Figure 1. Cell classes on the final placement.
(10 px per micron)
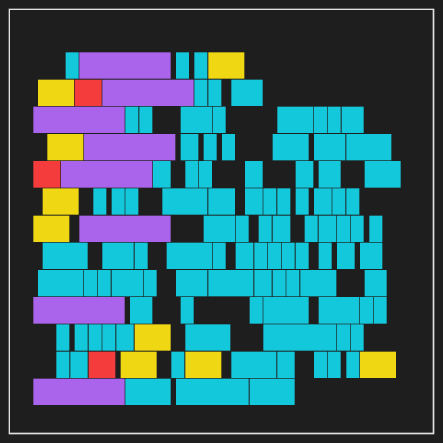
Figure 2. A small window of the routed layout.
Window x 0 to 25, y 17 to 42 microns. Cells in grey, sequential cells in the stronger grey; small squares are vias.
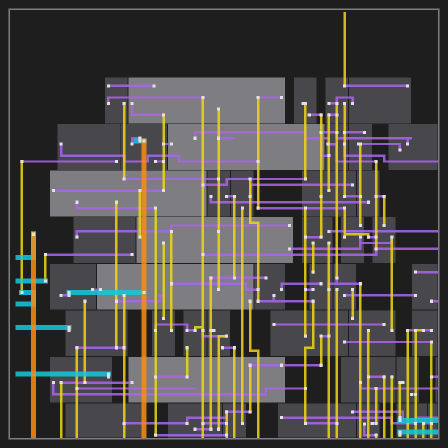
Figure 3. Signal wires on met1.
(12 px per micron)
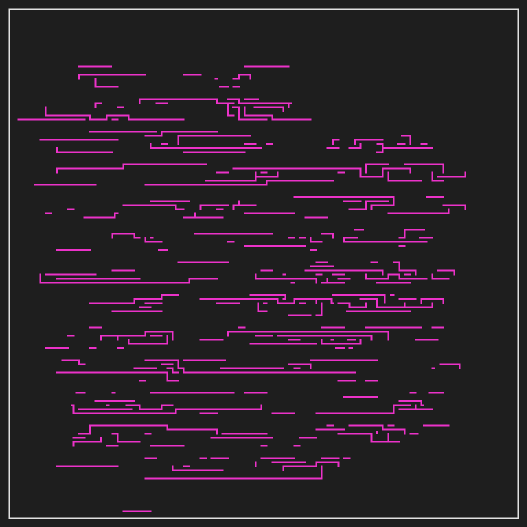
Design counter_two_digit, sky130hd; sources not shown.
==> run_results.csv <==
group,metric,value,unit
cells_and_area,comb-cell-share,57.0,%
grt,grt_pass1_vias,747,
synthesis,top_cells_by_count,"nand2_1 (22), inv_1 (19), nor2_1 (14), ha_1 (10), nand3_1 (9)",
cells_and_area,n_all_inverters,19,
cells_and_area,buf_share,9.61,%
synthesis,aoi_share,5.12,%
synthesis,syn_area_per_cell,7.46,sq um
synthesis,ys_types,17,
synthesis,ys_top_cells_by_area,"dfrtp_1 (25%), ha_1 (16%), nand2_1 (10%)",
sta,hold_ws,540,ps
synthesis,synth.logic.top_family,"simple AND/OR/NAND/NOR gates",
worst_setup_path,path_class,"reg -> reg",
detailed_routing,first_pass_iters,4,
worst_hold_path,whs_path_depth,1,
status,outcome,"completed",
place,placed_cells,132,
cells_and_area,flops,8,
cells_and_area,final_cells,135,
synthesis,netlist_area,806,sq um
synthesis,ys_seq_elements,8,
synthesis,yosysMostFrequentCell,"nand2_1",
worst_setup_path,cp_data_required_time,3450,ps
die,fp.dieH,42.3,microns
synthesis,ys_sh_xor,6.52,%
power_and_ir_drop,p_leak,0.505,nW
detailed_routing,avgViaCountPerCell,5.29,
run,warning_count,28,
detailed_routing,ant_nets,0,
synthesis,yosysWarnings,0,
clock_tree,tritoncts,"done",
synthesis,flop_cell,"dfrtp_1",
sta,report.final.slew_viol_count,0,
sta,rsz0062_at_grt,"false",
place,place_ws,834,ps
clock_tree,cts_resized,0,
worst_setup_path,critical_path.top_delay_family,"adder cells",
worst_setup_path,crit_arrival,2620,ps
worst_setup_path,path_common_cell,"nand3_1",
worst_setup_path,cp_slowest_stage_delay,470,ps
## Picture notes: Figure 1
- yellow: other buffers and delay cells (cells 9; share of their area 9.8%)
- red: clock drivers (cells 3; share of their area 2.5%)
- purple: flops (cells 8; share of their area 22%)
- cyan: combinational and other logic (cells 100; share of their area 66%)
Final Util: 70.3%
# rows: 13
core area: 0.00133 sq mm

## Picture notes: Figure 2
- purple: metal 1
- cyan: metal 3
- yellow: metal 2
- orange: metal 4
- sequential cells in the window: 6
- most frequent: nor2_1 (9), dfrtp_1 (6)
- cells with their middle in the window: 44

## Picture notes: Figure 3
- longest straight run: 14.7 microns
- nets with wire on the layer: 120
GR Util met1: 27.0%
WL final: 1650 microns
DR vias: 714

==> where the power goes <==
part           internal (mW)  switching, mW  leakage [nW]
Sequential            0.0989              0        0.0978
Clock                 0.0416         0.0304        0.0138
Combinational        0.00105        0.00184         0.394
Total                  0.142         0.0323         0.505
==> cells by family (layout without fill, tap and decap cells) <==
kind of cell    count (synthesis)  count (layout)
xor+xnor                        6               6
compound gates                  7               7
flops                           8               8
fa+ha+maj                      12              12
buf+inv                        19              31
simple gates                   56              56
==> metal layers <==
metal | track usage, % | routed length [microns]
met1 | 27.0 | 706
met2 | 41.2 | 855
met3 | 3.02 | 42
met4 | 11.3 | 49
met5 | 0 | 0
Power figures rest on the tool's default switching activity, not on a simulated workload.
